`config.mk`:
```
export PLATFORM = sky130hd
export DESIGN_NAME = dmac_ctrl_slave
export DESIGN_NICKNAME = d
export VERILOG_FILES = /design/src/rtl/dmac_pkg.sv /design/src/rtl/dmac_ctrl_slave.sv
export SDC_FILE = /design/constraint.sdc
export NUM_CORES = 1
export LEC_CHECK = 0
export CAP_MARGIN = 25
export CORE_MARGIN = 3
export CORE_UTILIZATION = 52
export DETAILED_ROUTE_END_ITERATION = 12
export PLACE_DENSITY_LB_ADDON = 0.2
export SLEW_MARGIN = 10
export SYNTH_ARGS = -nofsm -noshare
export SYNTH_HDL_FRONTEND = slang
export SYNTH_SLANG_ARGS = --single-unit
```
`constraint.sdc`:
```
create_clock -name ap_clk -period 12.4 [get_ports ap_clk]
set_input_delay 2.48 -clock ap_clk [delete_from_list [all_inputs] [get_ports ap_clk]]
set_output_delay 2.48 -clock ap_clk [all_outputs]
set_load 0.05 [all_outputs]
```
`src/rtl/dmac_pkg.sv`:
```
// Shared definitions for the DMA controller AXI4-Lite control block:
// register offsets, control bit positions, response codes and FSM states.
package dmac_pkg;

   localparam logic [5:0] ADDR_USER_CTRL     = 6'h10;
   localparam logic [5:0] ADDR_BYTE_LEN_DATA = 6'h14;
   localparam logic [5:0] ADDR_SRC_DATA      = 6'h18;
   localparam logic [5:0] ADDR_DST_DATA      = 6'h1C;

   localparam int CTRL_START_BIT = 0;
   localparam int CTRL_DONE_BIT  = 1;

   localparam logic [1:0] RESP_OKAY = 2'b00;

   typedef enum logic {
      W_IDLE,
      W_RESP
   } wstate_t;

   typedef enum logic {
      R_IDLE,
      R_DATA
   } rstate_t;

   // Byte-lane merge of new write data over an existing register value.
   function automatic logic [31:0] apply_strb(
      input logic [31:0] old,
      input logic [31:0] data,
      input logic [3:0]  strb
   );
      logic [31:0] res;
      res = old;
      for (int i = 0; i < 4; i++) begin
         if (strb[i]) res[8*i +: 8] = data[8*i +: 8];
      end
      return res;
   endfunction

endpackage

```
`src/rtl/dmac_ctrl_slave.sv`:
```
// AXI4-Lite control responder for the DMA controller: holds SRC/DST/LEN,
// issues the start pulse to the engine and reports busy/done status.
module dmac_ctrl_slave #(
   parameter int C_S_AXI_CONTROL_ADDR_WIDTH = 12,
   parameter int C_S_AXI_CONTROL_DATA_WIDTH = 32
) (
   input  logic                                  ap_clk,
   input  logic                                  ap_rst,
   input  logic                                  s_axi_control_awvalid,
   output logic                                  s_axi_control_awready,
   input  logic [C_S_AXI_CONTROL_ADDR_WIDTH-1:0] s_axi_control_awaddr,
   input  logic                                  s_axi_control_wvalid,
   output logic                                  s_axi_control_wready,
   input  logic [C_S_AXI_CONTROL_DATA_WIDTH-1:0] s_axi_control_wdata,
   input  logic [3:0]                            s_axi_control_wstrb,
   output logic                                  s_axi_control_bvalid,
   input  logic                                  s_axi_control_bready,
   output logic [1:0]                            s_axi_control_bresp,
   input  logic                                  s_axi_control_arvalid,
   output logic                                  s_axi_control_arready,
   input  logic [C_S_AXI_CONTROL_ADDR_WIDTH-1:0] s_axi_control_araddr,
   output logic                                  s_axi_control_rvalid,
   input  logic                                  s_axi_control_rready,
   output logic [C_S_AXI_CONTROL_DATA_WIDTH-1:0] s_axi_control_rdata,
   output logic [1:0]                            s_axi_control_rresp,
   output logic                                  start_o,
   output logic [31:0]                           src_addr_o,
   output logic [31:0]                           dst_addr_o,
   output logic [31:0]                           byte_len_o,
   input  logic                                  busy_i,
   input  logic                                  done_i
);

   import dmac_pkg::*;

   localparam int AW = C_S_AXI_CONTROL_ADDR_WIDTH;

   localparam logic [3:0] OFF_CTRL = ADDR_USER_CTRL[5:2];
   localparam logic [3:0] OFF_LEN  = ADDR_BYTE_LEN_DATA[5:2];
   localparam logic [3:0] OFF_SRC  = ADDR_SRC_DATA[5:2];
   localparam logic [3:0] OFF_DST  = ADDR_DST_DATA[5:2];

   wstate_t     wstate;
   rstate_t     rstate;
   logic        aw_full;
   logic        w_full;
   logic [3:0]  aw_off;
   logic [31:0] w_data;
   logic [3:0]  w_strb;
   logic        done_sticky;
   logic [31:0] rd_mux;
   logic        unused_ok;

   // Only address bits [5:2] select a register.
   assign unused_ok = ^{s_axi_control_awaddr[AW-1:6],
                        s_axi_control_awaddr[1:0],
                        s_axi_control_araddr[AW-1:6],
                        s_axi_control_araddr[1:0]};

   assign s_axi_control_bresp = RESP_OKAY;
   assign s_axi_control_rresp = RESP_OKAY;

   always_ff @(posedge ap_clk or posedge ap_rst) begin
      if (ap_rst) begin
         wstate                <= W_IDLE;
         s_axi_control_awready <= 1'b0;
         s_axi_control_wready  <= 1'b0;
         s_axi_control_bvalid  <= 1'b0;
         aw_full               <= 1'b0;
         w_full                <= 1'b0;
         aw_off                <= '0;
         w_data                <= '0;
         w_strb                <= '0;
         src_addr_o            <= '0;
         dst_addr_o            <= '0;
         byte_len_o            <= '0;
         start_o               <= 1'b0;
         done_sticky           <= 1'b0;
      end else begin
         start_o <= 1'b0;
         // An accepted start below overrides a same-cycle done.
         if (done_i) done_sticky <= 1'b1;
         unique case (wstate)
            W_IDLE: begin
               if (s_axi_control_awready && s_axi_control_awvalid) begin
                  aw_off                <= s_axi_control_awaddr[5:2];
                  aw_full               <= 1'b1;
                  s_axi_control_awready <= 1'b0;
               end else if (!aw_full) begin
                  s_axi_control_awready <= 1'b1;
               end
               if (s_axi_control_wready && s_axi_control_wvalid) begin
                  w_data               <= s_axi_control_wdata;
                  w_strb               <= s_axi_control_wstrb;
                  w_full               <= 1'b1;
                  s_axi_control_wready <= 1'b0;
               end else if (!w_full) begin
                  s_axi_control_wready <= 1'b1;
               end
               if (aw_full && w_full) begin
                  wstate               <= W_RESP;
                  s_axi_control_bvalid <= 1'b1;
                  case (aw_off)
                     OFF_LEN: byte_len_o <= apply_strb(byte_len_o, w_data, w_strb);
                     OFF_SRC: src_addr_o <= apply_strb(src_addr_o, w_data, w_strb);
                     OFF_DST: dst_addr_o <= apply_strb(dst_addr_o, w_data, w_strb);
                     OFF_CTRL: begin
                        if (w_strb[0] && w_data[CTRL_START_BIT] && !busy_i) begin
                           start_o     <= 1'b1;
                           done_sticky <= 1'b0;
                        end
                     end
                     default: ;
                  endcase
               end
            end
            W_RESP: begin
               if (s_axi_control_bready) begin
                  wstate                <= W_IDLE;
                  s_axi_control_bvalid  <= 1'b0;
                  aw_full               <= 1'b0;
                  w_full                <= 1'b0;
                  s_axi_control_awready <= 1'b1;
                  s_axi_control_wready  <= 1'b1;
               end
            end
         endcase
      end
   end

   always_comb begin
      rd_mux = '0;
      case (s_axi_control_araddr[5:2])
         OFF_CTRL: begin
            rd_mux[CTRL_START_BIT] = busy_i;
            rd_mux[CTRL_DONE_BIT]  = done_sticky;
         end
         OFF_LEN: rd_mux = byte_len_o;
         OFF_SRC: rd_mux = src_addr_o;
         OFF_DST: rd_mux = dst_addr_o;
         default: ;
      endcase
   end

   always_ff @(posedge ap_clk or posedge ap_rst) begin
      if (ap_rst) begin
         rstate                <= R_IDLE;
         s_axi_control_arready <= 1'b0;
         s_axi_control_rvalid  <= 1'b0;
         s_axi_control_rdata   <= '0;
      end else begin
         unique case (rstate)
            R_IDLE: begin
               if (s_axi_control_arready && s_axi_control_arvalid) begin
                  rstate                <= R_DATA;
                  s_axi_control_rdata   <= rd_mux;
                  s_axi_control_rvalid  <= 1'b1;
                  s_axi_control_arready <= 1'b0;
               end else begin
                  s_axi_control_arready <= 1'b1;
               end
            end
            R_DATA: begin
               if (s_axi_control_rready) begin
                  rstate                <= R_IDLE;
                  s_axi_control_rvalid  <= 1'b0;
                  s_axi_control_arready <= 1'b1;
               end
            end
         endcase
      end
   end

endmodule

```
Fig. 1: run 1, M1 wires
The bar under the picture is 50 um long.
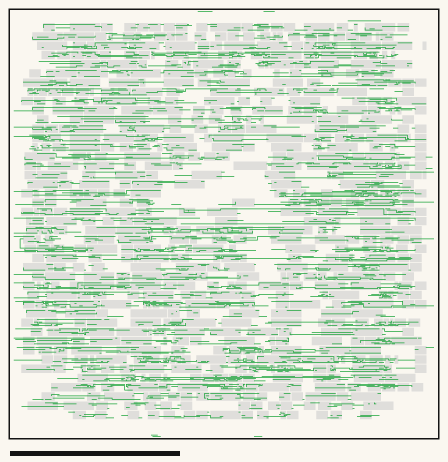
longest straight run = 56.6 um
share of all routed wire = 41%

Fig. 2: run 1, M2 wires
The bar under the picture is 50 um long.
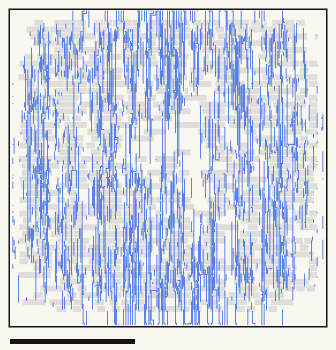
main direction = vertical
nets with wire on the layer = 715
share of all routed wire = 51%

Fig. 3: run 1, the metal 3 layer
The bar under the picture is 50 um long.
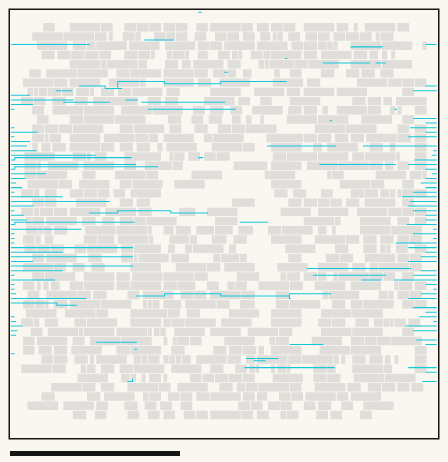
longest straight run = 42.1 um
main direction = horizontal

==> git commit body, run 1 <==
Store results of the implementation flow

* Class of the most critical hold timing path: register to register
* Worst setup path class: primary input to register
- Maximum clock insertion buffer count: 2
- Final design area excluding fillers: 0.01008 mm^2
- IR drop worst, VDD: 0.0001722 V
- Leakage power total: 0.004577 uW
* CTS buffer count: 17
- IO Pins: 207
- Result of the run: complete, no violations
* Net switching power of the design: 1207 uW
- The number of global-route vias before repair came to 5483.
* Total met2 wirelength after detailed routing: 9619 um
* Count of routing violations after the opening detailed-route iteration: 302
- Count of final hold-check violations: 0
- Summed over all failing endpoints, the final setup total negative slack is 0 ns.
- The switching portion of total power comes to 0.4228.
- For reference, the placement row count at floorplan is 43.
- Ys cells: 526
* Pwr Total: 2856 uW
- H-tree level count: 4
==> run 1: cell families after synthesis <==
kind of cell    count (synthesis)  synth area share
compound gates                 75           0.06203
buf+inv                        36           0.02184
flops                         179            0.5970
mux                           170            0.2580
other cells                     1         0.0004998
simple gates                   65           0.06070
==> run 1: area by class of cell <==
cell class,count,share of cell area
clock buffer,21,0.04470
clock inverter,7,0.01093
inverter,5,0.002359
multi-input combinational,314,0.2857
sequential,179,0.4445
tap,180,0.02235
timing repair buffer,190,0.1895
==> run 1: registers in the layout, summed over array words and instances (netlist names), 4 cells and up <==
name,flops
dst_addr_o,32
w_strb,4
s_axi_control_rdata,32
byte_len_o,32
aw_off,4
src_addr_o,32
w_data,32
==> run 1: power groups by stage <==
stage / Sequential, uW / Clock [uW] / Combinational (uW)
after floorplan: 1500 / 0 / 385
after global placement: 1000 / 0 / 1300
after detailed placement: 1020 / 0 / 1320
after CTS: 1010 / 532 / 1330
after global routing: 1050 / 554 / 1370
final: 1020 / 523 / 1320
==> run 1: worst min-delay path by stage <==
| stage | start | cells past startpoint | slack (ns) | endpoint |
|---|---|---|---|---|
| final | s_axi_control_rdata[17] | 2 | 0.48 | s_axi_control_rdata[17] |
| after global routing | s_axi_control_rdata[2] | 2 | 0.51 | s_axi_control_rdata[2] |
| after CTS | s_axi_control_rdata[16] | 2 | 0.49 | s_axi_control_rdata[16] |
| after detailed placement | rstate | 1 | 0.47 | s_axi_control_rvalid |
| after global placement | s_axi_control_rdata[29] | 2 | 0.46 | s_axi_control_rdata[29] |
| after floorplan | rstate | 1 | 0.45 | s_axi_control_rvalid |
==> run 1: routing by layer <==
layer,GRT usage,vias to the layer above
met3,0.07337,17
li1,-,2247
met1,0.3009,2630
met2,0.4144,159
met4,0.05994,0
met5,0,-
==> run 1 -> run 2 <==
--- a/config.mk
+++ b/config.mk
@@ -7,7 +7,7 @@
 export LEC_CHECK = 0
 export CAP_MARGIN = 25
 export CORE_MARGIN = 3
-export CORE_UTILIZATION = 52
+export CORE_UTILIZATION = 48
 export DETAILED_ROUTE_END_ITERATION = 12
 export PLACE_DENSITY_LB_ADDON = 0.2
 export SLEW_MARGIN = 10
==> constraint.sdc (replaced) <==
create_clock -name ap_clk -period 4.55 [get_ports ap_clk]
set_input_delay 0.91 -clock ap_clk [delete_from_list [all_inputs] [get_ports ap_clk]]
set_output_delay 0.91 -clock ap_clk [all_outputs]
set_load 0.05 [all_outputs]
Fig. 4: run 2, met4 routing
The bar under the picture is 50 um long.
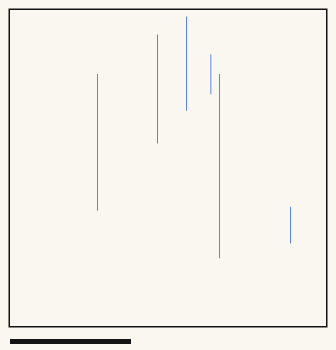
wire length on this layer = 248 um
share of all routed wire = 1.3%
nets with wire on the layer = 5
longest straight run = 76.2 um

Fig. 5: run 2, M2 wires
The bar under the picture is 50 um long.
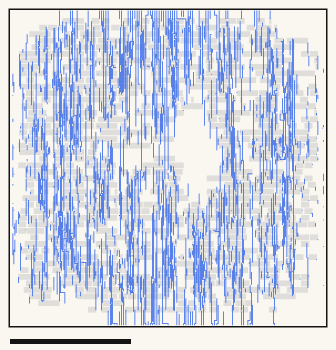
main direction = vertical
wire length on this layer = 9680 um
longest straight run = 67.3 um
nets with wire on the layer = 698
share of all routed wire = 52%

==> git commit body, run 2 <==
Store results of the implementation flow

- GR Util met3: 0.05976 (-0.01361)
- Fmax: 359.4 MHz
- The worst IR drop on VDD was 0.0005414 V (+210%).
- Most instantiated flip-flop cell in the synthesis netlist: sky130_fd_sc_hd__dfrtp_1
* Total tool warning count: 44
* Row cnt: 45 (+4.7%)
- Post-synth design cell area: 0.007503 mm^2
- H-tree level count: 4 (unchanged)
- The DRC marker count from the first detailed-route iteration was 335 (+11%).
* Met1 Resource Use GR: 0.2802 (-0.02063)
- For this run, the post-layout net count is 776.
- Combined global-route utilization of all metal layers: 0.2232
- The number of I/O pins was 207 (unchanged).
- Per the GRT log, the top usage layer is met2.
- Total negative slack: 0 ns (unchanged)
* Met2 capacity usage during global routing: 0.3805 (-0.03387)
* Ys cells: 526 (unchanged)
- Pwr Total: 7891 uW (+180%)
* WP data required: 4.87 ns
* Clk_skew: 0.004718 ns
- Result of the run: complete, no violations
* Via count of the first global-routing pass: 5367 (-2.1%)
- By instance count after routing, the leading logic cell type is sky130_fd_sc_hd__clkdlybuf4s50_1.
- Leakage power total: 0.004589 uW (+0.28%)
* Count of cells resized by post-cts repair: 0
* Maximum clock insertion buffer count: 2 (unchanged)
- Walking the worst path, the cells encountered are clkdlybuf4s50_1, nand3b_4, or3b_2, o21ai_0.
* Class of the most critical hold timing path: register to register
* Routed WL: 18770 um
- Worst setup path class: primary input to register
* Top-area cell type share of the netlist area: 0.5970
- The number of buffers inserted during clock tree synthesis came to 17 (unchanged).
* Total met2 wirelength after detailed routing: 9680 um (+0.63%)
Fig. 6: run 2, the metal 3 layer
The bar under the picture is 50 um long.
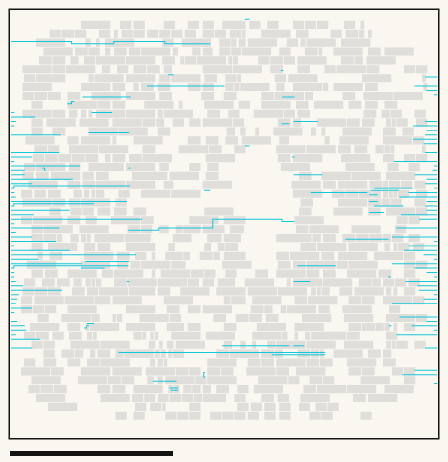
longest straight run = 63.0 um
main direction = horizontal

==> run 2: cell count changes in the layout (fill, tap and decap cells not counted), sizes merged <==
cell	before	now
clkinvlp	0	4
clkbuf	21	18
bufinv	3	4
clkinv	4	6
==> run 2: worst paths after layout <==
check	end	from	depth (start not counted)	slack (ns)
worst max-delay path	s_axi_control_rdata[2]	s_axi_control_arvalid	4	1.77
worst min-delay path	s_axi_control_rdata[20]	s_axi_control_rdata[20]	2	0.48
worst max register to register	s_axi_control_rdata[2]	rstate	3	2.29
worst min register to register	s_axi_control_rdata[20]	s_axi_control_rdata[20]	2	0.48
max in group asynchronous	w_data[22]	ap_rst	3	2.70
min in group asynchronous	dst_addr_o[31]	ap_rst	3	1.10
==> run 2: kinds of logic after synthesis <==
logic type | synth area share
AND/OR/NAND/NOR | 0.06070
AND-OR/OR-AND | 0.06203
buffers and inverters | 0.02184
other | 0.0004998
flip-flops | 0.5970
multiplexers | 0.2580
==> run 2: final cells by class <==
cell class	instances	area [um^2]
tap	211	264.0
timing repair buffer	190	1894
inverter	5	22.52
multi-input combinational	314	2879
fill	1129	5095
sequential	179	4479
clock buffer	18	439.2
clock inverter	14	185.2
==> run 2: power by group <==
group          internal, uW  total [uW]  switching (uW)
combinational          1410        3570            2160
clock                   931        1530             602
sequential             2210        2780             570
total                  4560        7890            3340
==> run 2: worst max-delay path: cells and delay by family <==
kind,cells,cell delay (ns)
and+or+nand+nor,2,1.36
AOI/OAI and AO/OA,1,0.30
buffers and inverters,1,0.52
==> run 2: per-stage QoR <==
step                std cells  area (um^2)
floorplan                 529         7518
global placement          899         9539
detailed placement        899         9539
CTS                       931        10160
global route              931        10160
finish                    931        10160
No activity file was given, so power comes from the tool's default toggle rates.
